### PDN straps and rails, run 1

Pins as bars on the die edge. Tap cells in gray.
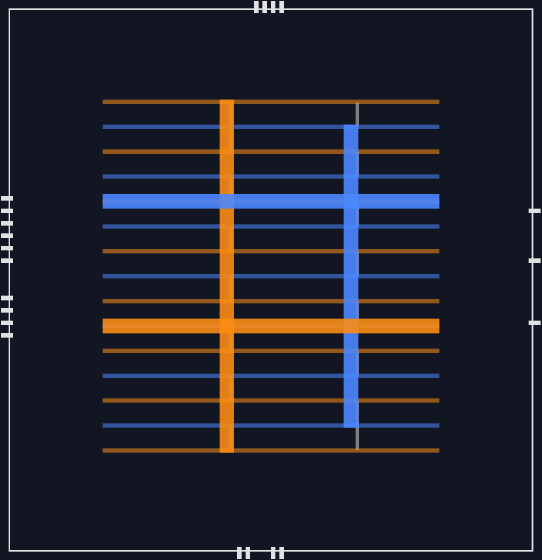
### M2 wires, run 1

The bar under the picture is 20 µm long.
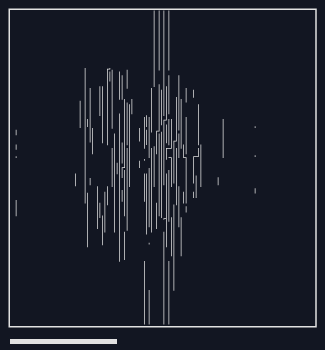
### Routed clock nets over the placement, run 1

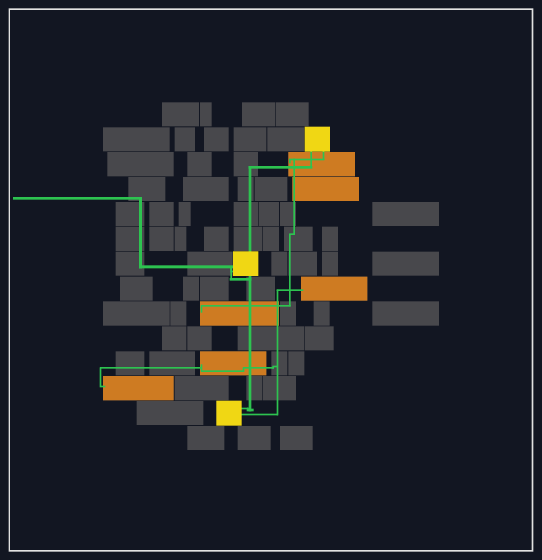
### Cell outlines without signal wires, run 1

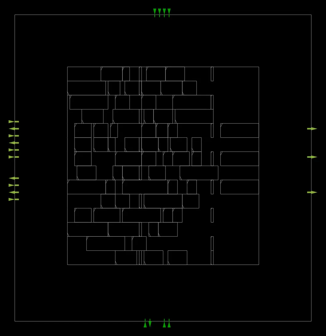
File: config.mk
export PLATFORM = sky130hd
export DESIGN_NAME = mux21_rr_arbiter
export DESIGN_NICKNAME = d
export VERILOG_FILES = /design/src/rtl/mux21_rr_arbiter.sv
export SDC_FILE = /design/constraint.sdc
export NUM_CORES = 1
export LEC_CHECK = 0
export CORE_AREA = 10 10 47 49
export CTS_CLUSTER_DIAMETER = 200
export DETAILED_ROUTE_END_ITERATION = 12
export DIE_AREA = 0 0 57 59
export HOLD_SLACK_MARGIN = 0.06
export SLEW_MARGIN = 10
export SYNTH_ARGS = -nofsm -noshare
export SYNTH_HDL_FRONTEND = slang
export SYNTH_SLANG_ARGS = --single-unit
File: constraint.sdc
create_clock -name clk -period 1.2 [get_ports clk]
set_input_delay 0.18 -clock clk [delete_from_list [all_inputs] [get_ports clk]]
set_output_delay 0.18 -clock clk [all_outputs]
set_load 0.05 [all_outputs]
File: src/rtl/mux21_rr_arbiter.sv
// Purpose: round-robin select stage in front of the 4-bit 2:1 mux; optional burst grants via ARB_BURST_EN.
// Latency: 1 cycle from accepted input word to out_valid.
// Backpressure: pass-through ready; a held output word (out_valid & !out_ready) blocks both requesters.
module mux21_rr_arbiter #(
  parameter int DATA_W    = 4,
  parameter int BURST_LEN = 2
) (
  input  logic              clk,
  input  logic              rst_n,
  input  logic [0:DATA_W-1] a_data,
  input  logic              a_valid,
  output logic              a_ready,
  input  logic [0:DATA_W-1] b_data,
  input  logic              b_valid,
  output logic              b_ready,
  output logic              s,
  output logic [0:DATA_W-1] out_data,
  output logic              out_valid,
  input  logic              out_ready
);

  // Burst length must fit the 4-bit counter and allow at least one grant.
  if (BURST_LEN < 1 || BURST_LEN > 15) begin : g_burst_len_check
    $error("BURST_LEN out of range 1..15");
  end

  logic              last_a;    // 1: last grant went to A, 0: to B
  logic              load;
  logic              gnt_a;
  logic              gnt_b;
  logic              any_gnt;
  logic              sel_a;
  logic [0:DATA_W-1] mux_data;

`ifdef ARB_BURST_EN
  localparam logic [3:0] BURST_LIM = 4'(BURST_LEN);
  logic [3:0] burst_cnt;
  logic       keep;
`endif

  // Grant decision: single requester wins outright, contention goes round-robin.
  always_comb begin
    load  = !out_valid | out_ready;
    gnt_a = 1'b0;
    gnt_b = 1'b0;
`ifdef ARB_BURST_EN
    // A zero count means no burst is running yet, so contention switches away from last_a.
    keep  = (burst_cnt != 4'd0) && (burst_cnt < BURST_LIM);
`endif
    if (a_valid && b_valid) begin
`ifdef ARB_BURST_EN
      gnt_a = keep ? last_a : !last_a;
`else
      gnt_a = !last_a;
`endif
      gnt_b = !gnt_a;
    end else begin
      gnt_a = a_valid;
      gnt_b = b_valid;
    end
  end

  // Select and data path: with no request the select parks on the last grant.
  always_comb begin
    any_gnt  = gnt_a | gnt_b;
    sel_a    = gnt_a | (!any_gnt & last_a);
    mux_data = sel_a ? a_data : b_data;
  end

  // Outputs toward requesters and mux are forced low while reset is asserted.
  always_comb begin
    s       = rst_n & sel_a;
    a_ready = rst_n & load & gnt_a;
    b_ready = rst_n & load & gnt_b;
  end

  // Single-entry output register; a drain and a new load on the same edge leave no gap.
  always_ff @(posedge clk) begin
    if (!rst_n) begin
      out_valid <= 1'b0;
      out_data  <= '0;
      last_a    <= 1'b0;
    end else if (load && any_gnt) begin
      out_data  <= mux_data;
      out_valid <= 1'b1;
      last_a    <= gnt_a;
    end else if (out_ready) begin
      out_valid <= 1'b0;
    end
  end

`ifdef ARB_BURST_EN
  // Count consecutive grants to the same requester; restart at 1 on a switch, saturate at 15.
  always_ff @(posedge clk) begin
    if (!rst_n) begin
      burst_cnt <= 4'd0;
    end else if (load && any_gnt) begin
      if ((gnt_a == last_a) && (burst_cnt != 4'd0)) begin
        burst_cnt <= (burst_cnt == 4'hF) ? burst_cnt : burst_cnt + 4'd1;
      end else begin
        burst_cnt <= 4'd1;
      end
    end
  end
`endif

endmodule

==> flow_metrics.py, run 1 <==
# Synthesis and PnR figures
metrics = {
    "setup_path": {
        "startpoint_type": "flop",
        "endpoint_kind": "primary output",
        "crit_type": "flop to primary output",
        "rr_worst_depth": 5,
        "cp_max_fo": 3,
        "required_ps": 1020,
    },
    "layout": {
        "layout_top_cells": "clkdlybuf4s50_1, buf_12, buf_4",
        "nets": 85,
        "fillers": 138,
        "diodes": 0,
        "layout-drive-gt1-share_pct": 44.3,
    },
    "status": {
        "status": "finished, violations left",
        "violations": "negative setup slack",
    },
    "timing": {
        "rsz0062_at_grt": "yes",
        "finClkSkew_ps": 2.60,
        "hold_viol_final": 0,
        "tightest_slew_ps": 231,
        "setup_ws_ps": -144,
        "setup_viol": 3,
        "maxSlewViolCount": 0,
    },
    "drt": {
        "drt_first_pass_iters": 2,
        "drt-total-wl_um": 1340,
        "wire_per_inst_um": 15.6,
        "vias_per_cell": 5.02,
    },
    "floorplan": {
        "fp.dieH_um": 59,
        "dieWidth_um": 57,
        "fp-utilization_pct": 22.5,
        "ios": 21,
    },
    "min_path": {
        "hold_class": "input port to flop",
        "hold_depth": 3,
    },
    "logic_synthesis": {
        "synthTopCellsByArea": "dfxtp_1, a311oi_1, a21oi_1",
        "yosysWarnings": 0,
        "fa_ha_area_share_pct": 0,
        "synth_area_um2": 315,
    },
    "flow_run": {
        "drv_cap": 0,
        "warning_count": 29,
    },
    "global_route": {
        "grt_max_degree": 7,
        "antenna_found_initial": 0,
        "grt_pass1_wl_um": 2190,
    },
    "placed_design": {
        "post_dp_cell_area_um2": 677,
        "gp_congestion": 0.788,
    },
    "clocking": {
        "htree_levels": 1,
        "numCtsBuffers": 3,
        "root_buffer": "clkbuf_4",
        "clk_pin_slew_ps": 50,
    },
    "power": {
        "ir_drop_mv": 0.448,
    },
}
## Picture notes: 'PDN straps and rails'
VDD -> blue
VSS -> orange
signal pins = 21
met1 rails = 15
met4 straps = 2

## Picture notes: 'M2 wires'
longest straight run = 27.5 µm
share of all routed wire = 55%
nets with wire on the layer = 76
main direction = vertical

## Picture notes: 'Routed clock nets over the placement'
cells driving clock nets -> yellow  # count 3
flip-flops -> orange  # count 6
clock wires -> green  # length 153 µm
routed clock nets = 4

## Picture notes: 'Cell outlines without signal wires'
Seq/total area: 16.6%
Tapcell Cnt: 16
number of sequential cells: 6
core area: 1400 µm²

## run 1: stage by stage
step           setup slack (ps)  instances  hold slack (ps)  utilization, %
2_1_floorplan             -23.2         38              324               -
3_3_place_gp               -234         80              504            48.3
3_5_place_dp               -267         80              514            48.3
4_1_cts                    -140         85              365            52.9
5_1_grt                    -168         86              403            53.8
6_report                   -144         86              368            53.8
## run 1: metal layers
metal | track usage, % | vias to the layer above | part of all wire (%)
li1 | - | 211 | -
met1 | 6.52 | 200 | 32
met2 | 15.7 | 16 | 55
met3 | 4.94 | 5 | 10
met4 | 5.03 | 0 | 2.5
met5 | 0 | - | 0
## run 1: what timing repair did
| item | 4_1_cts | 5_1_grt |
|---|---|---|
| endpoints found under the setup margin | 6 | 7 |
| hold buffers | 0 | 0 |
| setup buffers | 2 | 1 |
| gates resized | 13 | 2 |
| pin swaps | 3 | 1 |
## run 1: synth_stat cells
master    instances
nor2_1            1
or2_4             1
o21bai_1          1
inv_1             1
nor2b_1           1
dfxtp_1           6
and4_1            2
a21oi_1           6
nand3_1           4
o21ai_0           4
nand2_1           2
a311oi_1          4
and2b_1           1
nand2b_1          3
and2_4            1
## run 1: path summary, 6_finish.rpt
path                                                from                  endpoint  slack (ps)
worst max-delay path                 last_a$_SDFFE_PN0P_                         s        -140
worst min-delay path                               rst_n       last_a$_SDFFE_PN0P_         370
worst max register to register       last_a$_SDFFE_PN0P_  out_data[1]$_SDFFE_PN0P_           0
worst min register to register  out_data[3]$_SDFFE_PN0P_  out_data[3]$_SDFFE_PN0P_         550
## run 1: cell families (layout without fill, tap and decap cells)
family / Yosys count / after routing
buffers and inverters: 1 / 33
and+or+nand+nor: 16 / 16
AOI/OAI and AO/OA: 15 / 15
DFF: 6 / 6
## run 1: worst max-delay path, stage by stage, from the launching register on
cell      delay (ps)
dfxtp_4          340
nand2b_4         150
buf_6            120
a21oi_4          140
buf_12           150
## run 1: layout make-up
class	instances	area share (%)
multi-input cells	31	30.8
well taps	16	2.65
repair buffers	29	46.4
inverters	1	0.498
clock buffers	3	2.99
flip-flops and latches	6	16.6
## run 1: where the power goes
| part | internal (mW) | switching, mW | leakage (nW) |
|---|---|---|---|
| Clock | 0.115 | 0.0956 | 0.0138 |
| Sequential | 0.219 | 0.0202 | 0.0507 |
| Combinational | 0.183 | 0.160 | 0.254 |
| Total | 0.517 | 0.276 | 0.318 |
## run 1: registers in the layout, summed over array words and instances (netlist names)
signal and count:
out_data 4, last_a 1, out_valid 1
==> run 1 -> run 2 <==
--- a/config.mk
+++ b/config.mk
@@ -6,9 +6,9 @@
 export NUM_CORES = 1
 export LEC_CHECK = 0
 export CORE_AREA = 10 10 47 49
-export CTS_CLUSTER_DIAMETER = 200
 export DETAILED_ROUTE_END_ITERATION = 12
 export DIE_AREA = 0 0 57 59
+export GPL_TIMING_DRIVEN = 0
 export HOLD_SLACK_MARGIN = 0.06
 export SLEW_MARGIN = 10
 export SYNTH_ARGS = -nofsm -noshare
==> flow_metrics.py, run 2 <==
# Synthesis and PnR figures
metrics = {
    "logic_synthesis": {
        "top_cells_by_count": "a21oi_1, dfxtp_1, a311oi_1, nand3_1, o21ai_0",
        "synth_area_um2": 315,
        "edf_count": 0,
        "yosysWarnings": 0,
    },
    "floorplan": {
        "fp.dieH_um": 59,
        "dieWidth_um": 57,
        "core_um2": 1400,
        "fp-utilization_pct": 22.5,
    },
    "status": {
        "violations": "negative setup slack",
        "status": "finished, violations left",
    },
    "power": {
        "ir_drop_mv": 0.494,
    },
    "setup_path": {
        "crit_type": "flop to primary output",
        "r2r_setup_slack_ps": 20,
        "critPathMaxStageDelay_ps": 350,
        "crit_buf_inv": 1,
        "endpoint_kind": "primary output",
        "cp_max_fo": 4,
        "cpMaxStageDelayCell": "dfxtp_4",
        "required_ps": 1020,
        "crit_family": "simple AND/OR/NAND/NOR gates",
    },
    "flow_run": {
        "drv_cap": 0,
        "warning_count": 29,
    },
    "clocking": {
        "numCtsBuffers": 3,
        "cts_hold_repair.buffers": 0,
        "root_buffer": "clkbuf_4",
        "htree_levels": 1,
    },
    "min_path": {
        "hold_class": "input port to flop",
    },
    "placed_design": {
        "post_dp_cell_area_um2": 552,
        "pre_cts_slack_ps": -953,
        "place_inst": 74,
        "gp_congestion": 0.727,
    },
    "layout": {
        "largestRegisters": "out_data: 4 flops, last_a: 1 flops, out_valid: 1 flops",
        "fin_util_pct": 49.4,
        "layout-drive-gt1-share_pct": 47.8,
        "largest_register": "out_data",
        "fillers": 153,
        "nets": 84,
        "diodes": 0,
    },
    "timing": {
        "maxSlewViolCount": 0,
        "setup_ws_ps": -100,
        "setup_viol": 3,
        "rsz0062_at_grt": "yes",
        "hold_viol_final": 0,
    },
    "global_route": {
        "antenna_found_initial": 0,
        "grt_pass1_wl_um": 1920,
        "grt_max_degree": 7,
    },
    "drt": {
        "vias_per_cell": 4.78,
        "wire_per_inst_um": 14.3,
        "drt-total-wl_um": 1220,
        "drt_first_pass_iters": 4,
    },
}
## run 2: area by class of cell
class / instances / share of cell area [%]
repair buffers: 28 / 40.0
multi-input cells: 31 / 35.3
well taps: 16 / 2.89
clock buffers: 3 / 3.25
flip-flops and latches: 6 / 18.1
inverters: 1 / 0.542
## run 2: repair_timing
action	CTS	global route
buffers inserted	5	3
gates resized	52	4
pin swaps	2	4
endpoints found under the setup margin	12	7
## run 2: path summary, 6_finish.rpt
path,cells after the start,start,endpoint
min,3,rst_n,last_a$_SDFFE_PN0P_
max,3,last_a$_SDFFE_PN0P_,b_ready
min reg2reg,2,out_data[3]$_SDFFE_PN0P_,out_data[3]$_SDFFE_PN0P_
max reg2reg,6,last_a$_SDFFE_PN0P_,out_data[0]$_SDFFE_PN0P_
## run 2: routing by layer
metal	part of all wire [%]	global-route usage, %	vias up
met1	38	7.03	181
li1	-	-	208
met2	51	11.0	15
met5	0	0	-
met3	11	4.51	2
met4	0.98	4.03	0
## run 2: worst min-delay path: stages
cell,delay [ps]
dlygate4sd2_1,270
nand2_1,80
o21bai_1,50
## run 2: cells by family (layout without fill, tap and decap cells)
group,after synthesis,after routing,synth area share (%)
AND-OR/OR-AND,15,15,29.4
buffers and inverters,1,32,1.19
flip-flops,6,6,38.1
AND/OR/NAND/NOR,16,16,31.4
## run 2: power breakdown
group / leakage (nW) / switching [mW] / internal, mW
Clock: 0.0138 / 0.0822 / 0.114
Combinational: 0.222 / 0.158 / 0.137
Sequential: 0.0507 / 0.0115 / 0.219
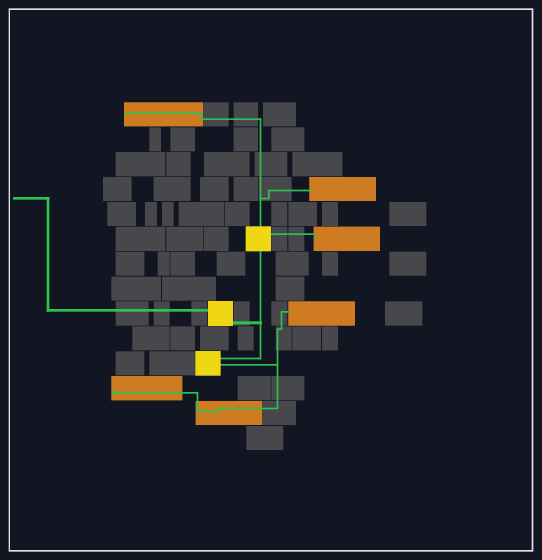
*Routed clock nets over the placement, run 2*
clock wires -> green  # length 139 µm
flip-flops -> orange  # count 6
cells driving clock nets -> yellow  # count 3
routed clock nets = 4

Power and IR drop assume default switching activity.
